==> src/rtl/dp_controller_pkg.sv <==
// dp_controller_pkg: shared states, ALU/opcode/condition encodings and helpers
package dp_controller_pkg;
  typedef enum logic [2:0] {IDLE, LOAD, EXEC, WB, SKIP} state_t;
  localparam logic [2:0] ALU_ADD = 3'b000;
  localparam logic [2:0] ALU_SUB = 3'b001;
  localparam logic [2:0] ALU_AND = 3'b010;
  localparam logic [2:0] ALU_ORR = 3'b011;
  localparam logic [2:0] ALU_EOR = 3'b100;
  localparam logic [3:0] OP_AND = 4'h0;
  localparam logic [3:0] OP_EOR = 4'h1;
  localparam logic [3:0] OP_SUB = 4'h2;
  localparam logic [3:0] OP_ADD = 4'h4;
  localparam logic [3:0] OP_CMP = 4'hA;
  localparam logic [3:0] OP_ORR = 4'hC;
  localparam logic [3:0] OP_MOV = 4'hD;
  localparam logic [3:0] CC_EQ = 4'h0;
  localparam logic [3:0] CC_NE = 4'h1;
  localparam logic [3:0] CC_CS = 4'h2;
  localparam logic [3:0] CC_CC = 4'h3;
  localparam logic [3:0] CC_MI = 4'h4;
  localparam logic [3:0] CC_PL = 4'h5;
  localparam logic [3:0] CC_VS = 4'h6;
  localparam logic [3:0] CC_VC = 4'h7;
  localparam logic [3:0] CC_HI = 4'h8;
  localparam logic [3:0] CC_LS = 4'h9;
  localparam logic [3:0] CC_GE = 4'hA;
  localparam logic [3:0] CC_LT = 4'hB;
  localparam logic [3:0] CC_GT = 4'hC;
  localparam logic [3:0] CC_LE = 4'hD;
  localparam logic [3:0] CC_AL = 4'hE;
  localparam logic [3:0] CC_NV = 4'hF;
  localparam int N_BIT = 31;
  localparam int Z_BIT = 30;
  localparam int C_BIT = 29;
  localparam int V_BIT = 28;

  function automatic logic is_legal(logic [3:0] op);
    return op inside {OP_AND, OP_EOR, OP_SUB, OP_ADD, OP_CMP, OP_ORR, OP_MOV};
  endfunction

  function automatic logic [2:0] alu_of(logic [3:0] op);
    return op == OP_AND ? ALU_AND : op == OP_EOR ? ALU_EOR :
           (op == OP_SUB || op == OP_CMP) ? ALU_SUB : op == OP_ORR ? ALU_ORR : ALU_ADD;
  endfunction

  function automatic logic [31:0] ror_imm(logic [7:0] imm, logic [3:0] rot);
    logic [31:0] x;
    x = {24'h0, imm};
    return (x >> {rot, 1'b0}) | (x << (6'd32 - {1'b0, rot, 1'b0}));
  endfunction
endpackage

==> src/rtl/dp_controller_if.sv <==
// dp_controller_if: instruction handshake, flags and datapath control bundle
interface dp_controller_if;
  logic [31:0] instr;
  logic        instr_valid;
  logic        instr_ready;
  logic [31:0] status_out;
  logic [3:0]  A_addr;
  logic [3:0]  B_addr;
  logic [3:0]  shift_addr;
  logic        en_A;
  logic        en_B;
  logic        en_S;
  logic        en_status;
  logic [1:0]  shift_op;
  logic [31:0] shift_imme;
  logic        sel_shift;
  logic        sel_A;
  logic        sel_B;
  logic [31:0] imme_data;
  logic [2:0]  ALU_op;
  logic        w_en;
  logic [3:0]  w_addr;
  logic        done;
  logic        illegal;
  modport master (
    output instr, instr_valid, status_out,
    input  instr_ready, A_addr, B_addr, shift_addr, en_A, en_B, en_S, en_status, shift_op,
           shift_imme, sel_shift, sel_A, sel_B, imme_data, ALU_op, w_en, w_addr, done, illegal
  );
  modport slave (
    input  instr, instr_valid, status_out,
    output instr_ready, A_addr, B_addr, shift_addr, en_A, en_B, en_S, en_status, shift_op,
           shift_imme, sel_shift, sel_A, sel_B, imme_data, ALU_op, w_en, w_addr, done, illegal
  );
endinterface

==> src/rtl/dp_controller_cond_check.sv <==
// cond_check: ARM condition-field evaluation against NZCV flags
module cond_check
  import dp_controller_pkg::*;
(
  input  logic [3:0] cond,
  input  logic [3:0] flags,
  output logic       pass
);
  logic n, z, c, v;
  assign {n, z, c, v} = flags;
  // decode the condition code; NV never passes
  always_comb begin
    pass = 1'b0;
    case (cond)
      CC_EQ: pass = z;
      CC_NE: pass = !z;
      CC_CS: pass = c;
      CC_CC: pass = !c;
      CC_MI: pass = n;
      CC_PL: pass = !n;
      CC_VS: pass = v;
      CC_VC: pass = !v;
      CC_HI: pass = c && !z;
      CC_LS: pass = !c || z;
      CC_GE: pass = n == v;
      CC_LT: pass = n != v;
      CC_GT: pass = !z && (n == v);
      CC_LE: pass = z || (n != v);
      CC_AL: pass = 1'b1;
      CC_NV: pass = 1'b0;
    endcase
  end
endmodule

==> src/rtl/dp_controller.sv <==
// dp_controller: sequences one ARM data-processing instruction through LOAD/EXEC/WB
module dp_controller
  import dp_controller_pkg::*;
(
  input logic            clk,
  input logic            rst,
  dp_controller_if.slave bus
);
  state_t      st;
  logic [25:0] ir;
  logic        ill, pass, legal, acc, ld, ex, opnd, imm_f, reg_f;
  logic [3:0]  op;
  cond_check u_cond (
    .cond  (bus.instr[31:28]),
    .flags ({bus.status_out[N_BIT], bus.status_out[Z_BIT], bus.status_out[C_BIT], bus.status_out[V_BIT]}),
    .pass  (pass)
  );
  assign legal = is_legal(bus.instr[24:21]);
  assign acc = bus.instr_valid && bus.instr_ready;
  // latch on accept, branch to SKIP on failed condition or undefined opcode, else walk the pipeline
  always_ff @(posedge clk) begin
    if (rst) begin
      st  <= IDLE;
      ir  <= '0;
      ill <= 1'b0;
    end else if (acc) begin
      ir  <= bus.instr[25:0];
      ill <= !legal;
      st  <= pass && legal ? LOAD : SKIP;
    end else
      st <= st == LOAD ? EXEC : st == EXEC ? WB : IDLE;
  end
  assign op    = ir[24:21];
  assign imm_f = ir[25];
  assign reg_f = !ir[25];
  assign ld    = !rst && st == LOAD;
  assign ex    = !rst && st == EXEC;
  assign opnd  = ld || ex;
  assign bus.instr_ready = st == IDLE;
  assign bus.A_addr      = ld ? ir[19:16] : 4'h0;
  assign bus.B_addr      = ld ? ir[3:0] : 4'h0;
  assign bus.shift_addr  = ld ? ir[11:8] : 4'h0;
  assign bus.en_A        = ld;
  assign bus.en_B        = ld;
  assign bus.en_S        = ld;
  assign bus.sel_B       = opnd && imm_f;
  assign bus.imme_data   = opnd && imm_f ? ror_imm(ir[7:0], ir[11:8]) : 32'h0;
  assign bus.shift_op    = opnd && reg_f ? ir[6:5] : 2'b00;
  assign bus.sel_shift   = opnd && reg_f && ir[4];
  assign bus.shift_imme  = opnd && reg_f && !ir[4] ? {27'h0, ir[11:7]} : 32'h0;
  assign bus.sel_A       = opnd && op == OP_MOV;
  assign bus.ALU_op      = ex ? alu_of(op) : 3'b000;
  assign bus.en_status   = ex && (ir[20] || op == OP_CMP);
  assign bus.w_en        = !rst && st == WB && op != OP_CMP;
  assign bus.w_addr      = bus.w_en ? ir[15:12] : 4'h0;
  assign bus.done        = !rst && (st == WB || st == SKIP);
  assign bus.illegal     = !rst && st == SKIP && ill;
endmodule

==> src/flat_wrapper.sv <==
// flat-port wrapper written by rule: the top's interface ports become plain ports
module dp_controller_flat import dp_controller_pkg::*;
  (clk, rst, bus_instr, bus_instr_valid, bus_status_out, bus_instr_ready, bus_A_addr, bus_B_addr, bus_shift_addr, bus_en_A, bus_en_B, bus_en_S, bus_en_status, bus_shift_op, bus_shift_imme, bus_sel_shift, bus_sel_A, bus_sel_B, bus_imme_data, bus_ALU_op, bus_w_en, bus_w_addr, bus_done, bus_illegal);
  dp_controller_if bus_i ();
  input logic clk;
  input logic rst;
  input wire logic [$bits(bus_i.instr)-1:0] bus_instr;
  input wire logic [$bits(bus_i.instr_valid)-1:0] bus_instr_valid;
  input wire logic [$bits(bus_i.status_out)-1:0] bus_status_out;
  output wire logic [$bits(bus_i.instr_ready)-1:0] bus_instr_ready;
  output wire logic [$bits(bus_i.A_addr)-1:0] bus_A_addr;
  output wire logic [$bits(bus_i.B_addr)-1:0] bus_B_addr;
  output wire logic [$bits(bus_i.shift_addr)-1:0] bus_shift_addr;
  output wire logic [$bits(bus_i.en_A)-1:0] bus_en_A;
  output wire logic [$bits(bus_i.en_B)-1:0] bus_en_B;
  output wire logic [$bits(bus_i.en_S)-1:0] bus_en_S;
  output wire logic [$bits(bus_i.en_status)-1:0] bus_en_status;
  output wire logic [$bits(bus_i.shift_op)-1:0] bus_shift_op;
  output wire logic [$bits(bus_i.shift_imme)-1:0] bus_shift_imme;
  output wire logic [$bits(bus_i.sel_shift)-1:0] bus_sel_shift;
  output wire logic [$bits(bus_i.sel_A)-1:0] bus_sel_A;
  output wire logic [$bits(bus_i.sel_B)-1:0] bus_sel_B;
  output wire logic [$bits(bus_i.imme_data)-1:0] bus_imme_data;
  output wire logic [$bits(bus_i.ALU_op)-1:0] bus_ALU_op;
  output wire logic [$bits(bus_i.w_en)-1:0] bus_w_en;
  output wire logic [$bits(bus_i.w_addr)-1:0] bus_w_addr;
  output wire logic [$bits(bus_i.done)-1:0] bus_done;
  output wire logic [$bits(bus_i.illegal)-1:0] bus_illegal;
  assign bus_i.instr = bus_instr;
  assign bus_i.instr_valid = bus_instr_valid;
  assign bus_i.status_out = bus_status_out;
  assign bus_instr_ready = bus_i.instr_ready;
  assign bus_A_addr = bus_i.A_addr;
  assign bus_B_addr = bus_i.B_addr;
  assign bus_shift_addr = bus_i.shift_addr;
  assign bus_en_A = bus_i.en_A;
  assign bus_en_B = bus_i.en_B;
  assign bus_en_S = bus_i.en_S;
  assign bus_en_status = bus_i.en_status;
  assign bus_shift_op = bus_i.shift_op;
  assign bus_shift_imme = bus_i.shift_imme;
  assign bus_sel_shift = bus_i.sel_shift;
  assign bus_sel_A = bus_i.sel_A;
  assign bus_sel_B = bus_i.sel_B;
  assign bus_imme_data = bus_i.imme_data;
  assign bus_ALU_op = bus_i.ALU_op;
  assign bus_w_en = bus_i.w_en;
  assign bus_w_addr = bus_i.w_addr;
  assign bus_done = bus_i.done;
  assign bus_illegal = bus_i.illegal;
  dp_controller u_core (.clk(clk), .rst(rst), .bus(bus_i));
endmodule
==> config.mk <==
export PLATFORM = sky130hd
export DESIGN_NAME = dp_controller_flat
export DESIGN_NICKNAME = d
export VERILOG_FILES = /design/src/rtl/dp_controller_pkg.sv /design/src/rtl/dp_controller_if.sv /design/src/rtl/dp_controller_cond_check.sv /design/src/rtl/dp_controller.sv /design/src/flat_wrapper.sv
export SDC_FILE = /design/constraint.sdc
export NUM_CORES = 1
export LEC_CHECK = 0
export CAP_MARGIN = 20
export CORE_ASPECT_RATIO = 1.5
export CORE_MARGIN = 1
export CORE_UTILIZATION = 30
export CTS_CLUSTER_SIZE = 10
export DETAILED_ROUTE_END_ITERATION = 12
export DONT_BUFFER_PORTS = 1
export PLACE_DENSITY_LB_ADDON = 0.1
export REMOVE_ABC_BUFFERS = 1
export SYNTH_ARGS = -nofsm -noshare
export SYNTH_HDL_FRONTEND = slang
export SYNTH_SLANG_ARGS = --single-unit
==> constraint.sdc <==
create_clock -name clk -period 4.8 [get_ports clk]
set_input_delay 1.2 -clock clk [delete_from_list [all_inputs] [get_ports clk]]
set_output_delay 1.2 -clock clk [all_outputs]
set_load 0.01 [all_outputs]
==> results.txt <==
Status = complete, no violations
Worst hold path type = flop to flop
Worst min-delay path startpoint = u_core.ir[15]
Total CTS buffers = 5
Cell Rows = 40
Worst hold margin = 0.443 ns
Minimum clock period = 3.87 ns
#MultiIn Comb = 309
Crit end category = primary output
Clock Path Buffers = 2
GRT Max-Usage Layer = met2
Hold path endpoint = u_core.ir[15]
Synth logic family = simple AND/OR/NAND/NOR gates
1st-pass router iterations = 4
Worst vdd rail ir drop = 190 uV
Sink Count = 30
Vias in the first global route = 2215
Final Net Count = 429
Kind of critical path = flop to primary output
DR WL/cell = 15.7 um
Crit path from = u_core.ir[9]
Synthesized instance count = 377
Asr flop ratio synth = 0%
Cell variety after synth = 48
Grt met2 use = 30.9%
Comb/total area = 62.6%
GR met3 Demand/Resource = 5.04%
Met1 wire length = 3.04 mm
YS chip area = 2500 um2
Crit path max fanout = 19
Cell type with the largest total area = dfxtp_1
Clk cell area share = 6.46%
Clock-pin slew on the worst setup and hold paths = 0.05 ns
Inverters = 10
Biggest register = u_core.ir
Diode count = 0
WP data arrival = 2.67 ns
Slew HR = 31.4%
Maximum clock frequency = 0.259 GHz
First-iteration detailed-routing DRC count = 54
Adder Area Share = 0.500%
Seq cells = 30
Area of the multi-input gates = 1640 um2
Maxcap violations = 0
Setup TNS = 0 ns
Reg-to-reg endpoint = u_core.ir[6]
Post-synth seq share = 24.0%
Initial antenna violation count = 0
Post-CTS Hold Buffers = 0
Yosys aoi share = 17.8%
Total gr overflow = 0
Most used logic cell in the final layout = nand2_1
Yosys top cell by instances = nand2_1
Number of flip-flops under the largest register name = 26
Setup violators final = 0
RSZ-0062 raised after global routing = false
Standby leakage power = 0.000961 uW
Primary FF master, synth = dfxtp_1
Dpl ws = 1.08 ns
Routability Congestion = 0.832
Top Layer Used = met4
Worst Setup EP = bus_imme_data[9]
Startpoint class of the critical path = flop
Measured slew at the worst slew-check pin = 1.03 ns
Setup Buffers After CTS = 0
Length of routed met2 wiring = 3.67 mm
Dpl cells = 459
EDFF count, synth = 0
Layout cell share with drive strength beyond 1 = 6.09%
Residual DRC = 0
Htree depth = 2
Launching point of the worst reg2reg path = u_core.st[1]
Die H = 114 um
Total track usage = 17.3%
Synth flops = 30
List of most frequent post-synthesis cells = 79 x nand2_1, 38 x nor2_1, 34 x a21oi_1
Ports = 163
Final non-clock buffer share = 1.43%
First-pass GRT wire length = 11.8 mm
Metal3 WL = 509 um
Die area = 8710 um2
XOR Share, Synth = 2.10%
Clk Latency, worst-skew pair = 0.28 ns
Largest class = combinational gates
Die extent in x = 76.6 um
Area Overhead vs Synth = 4.60%
Period utilization = 80.6%
Final worst slack = 0.933 ns
Via count = 2358
Tool Warnings = 55
Yosys simple share = 35.3%
Pwr/cell area = 322 nW/um2
Number of port buffers = 0
Fillers = 952
Grt met1 use = 19.2%
Detailed placement HPWL = 5.50 mm
Yosys cell count = 377
R2R cell count = 4
Clock skew = 0.00340 ns
Area share, top type = 24.0%
Non-clock buffer instance count of the final layout = 5
Endpoints failing hold = 0
Core area = 8060 um2
Yosys warning tally = 0
Antenna-violating nets left = 0
Most instantiated logic cells after routing = 79 x nand2_1, 38 x nor2_1, 34 x a21oi_1
Clkbuf count = 6
Top cells, area = dfxtp_1 24%, nand2_1 12%, buf_4 8.7%
N_taps = 105
Final wirelength = 7.33 mm
R2r setup slk = 2.62 ns
Mux share = 5.80%
Largest net degree at the start of global routing = 33
Req. time, crit path = 3.60 ns
Register area = 601 um2
Root Driver = clkbuf_16
Synthesized area = 2500 um2
Cells resized by post-CTS repair = 0
Hold depth = 2
Sequential cell area share = 23.0%
Starting density of the core = 31.0%
Non-Filler Instances = 466
Mean Syn Cell Area = 6.63 um2
CTS tree = yes
Slew Limit Fails = 0
Routed vias/inst = 5.06
Largest regs = u_core.ir: 26 flops, u_core.st: 3 flops, u_core.ill: 1 flops
[power by group]
part / total (uW) / internal, uW / leakage, uW / switching, uW
clock network: 364 / 256 / 0.0000829 / 108
logic: 179 / 61.6 / 0.000632 / 117
registers: 300 / 271 / 0.000246 / 29.7
total: 843 / 588 / 0.000961 / 255
[critical path, stage by stage (launching register included)]
cell     delay, ns
dfxtp_1       0.63
inv_1         0.14
ha_1          0.73
mux2_2        0.41
a22oi_1       0.21
nand2_1       0.09
nand2_1       0.10
nor2_1        0.08
[per-stage QoR]
stage	utilization [%]	cell area (um2)	total power [uW]
6_report	32.5	2620	843
5_1_grt	32.5	2620	896
4_1_cts	32.5	2620	860
3_5_place_dp	30.4	2450	486
3_3_place_gp	30.4	2450	485
2_1_floorplan	-	2280	435
### Cells colored by class

Drawn at 2 px/um.
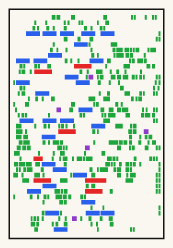
- clock drivers and dummy loads: red (cells 7; share of their area 6.8%)
- remaining buffers and delay cells: purple (cells 5; share of their area 1.5%)
- registers: blue (cells 30; share of their area 24%)
- remaining logic cells: green (cells 319; share of their area 68%)

### Metal 3

Drawn at 3 px/um.
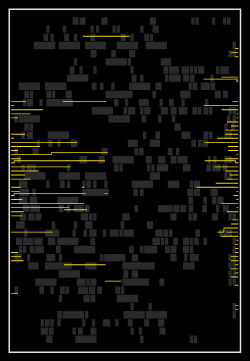
- longest straight run: 30.1 um
- share of all routed wire: 7.0%

No activity file was given, so power comes from the tool's default toggle rates.
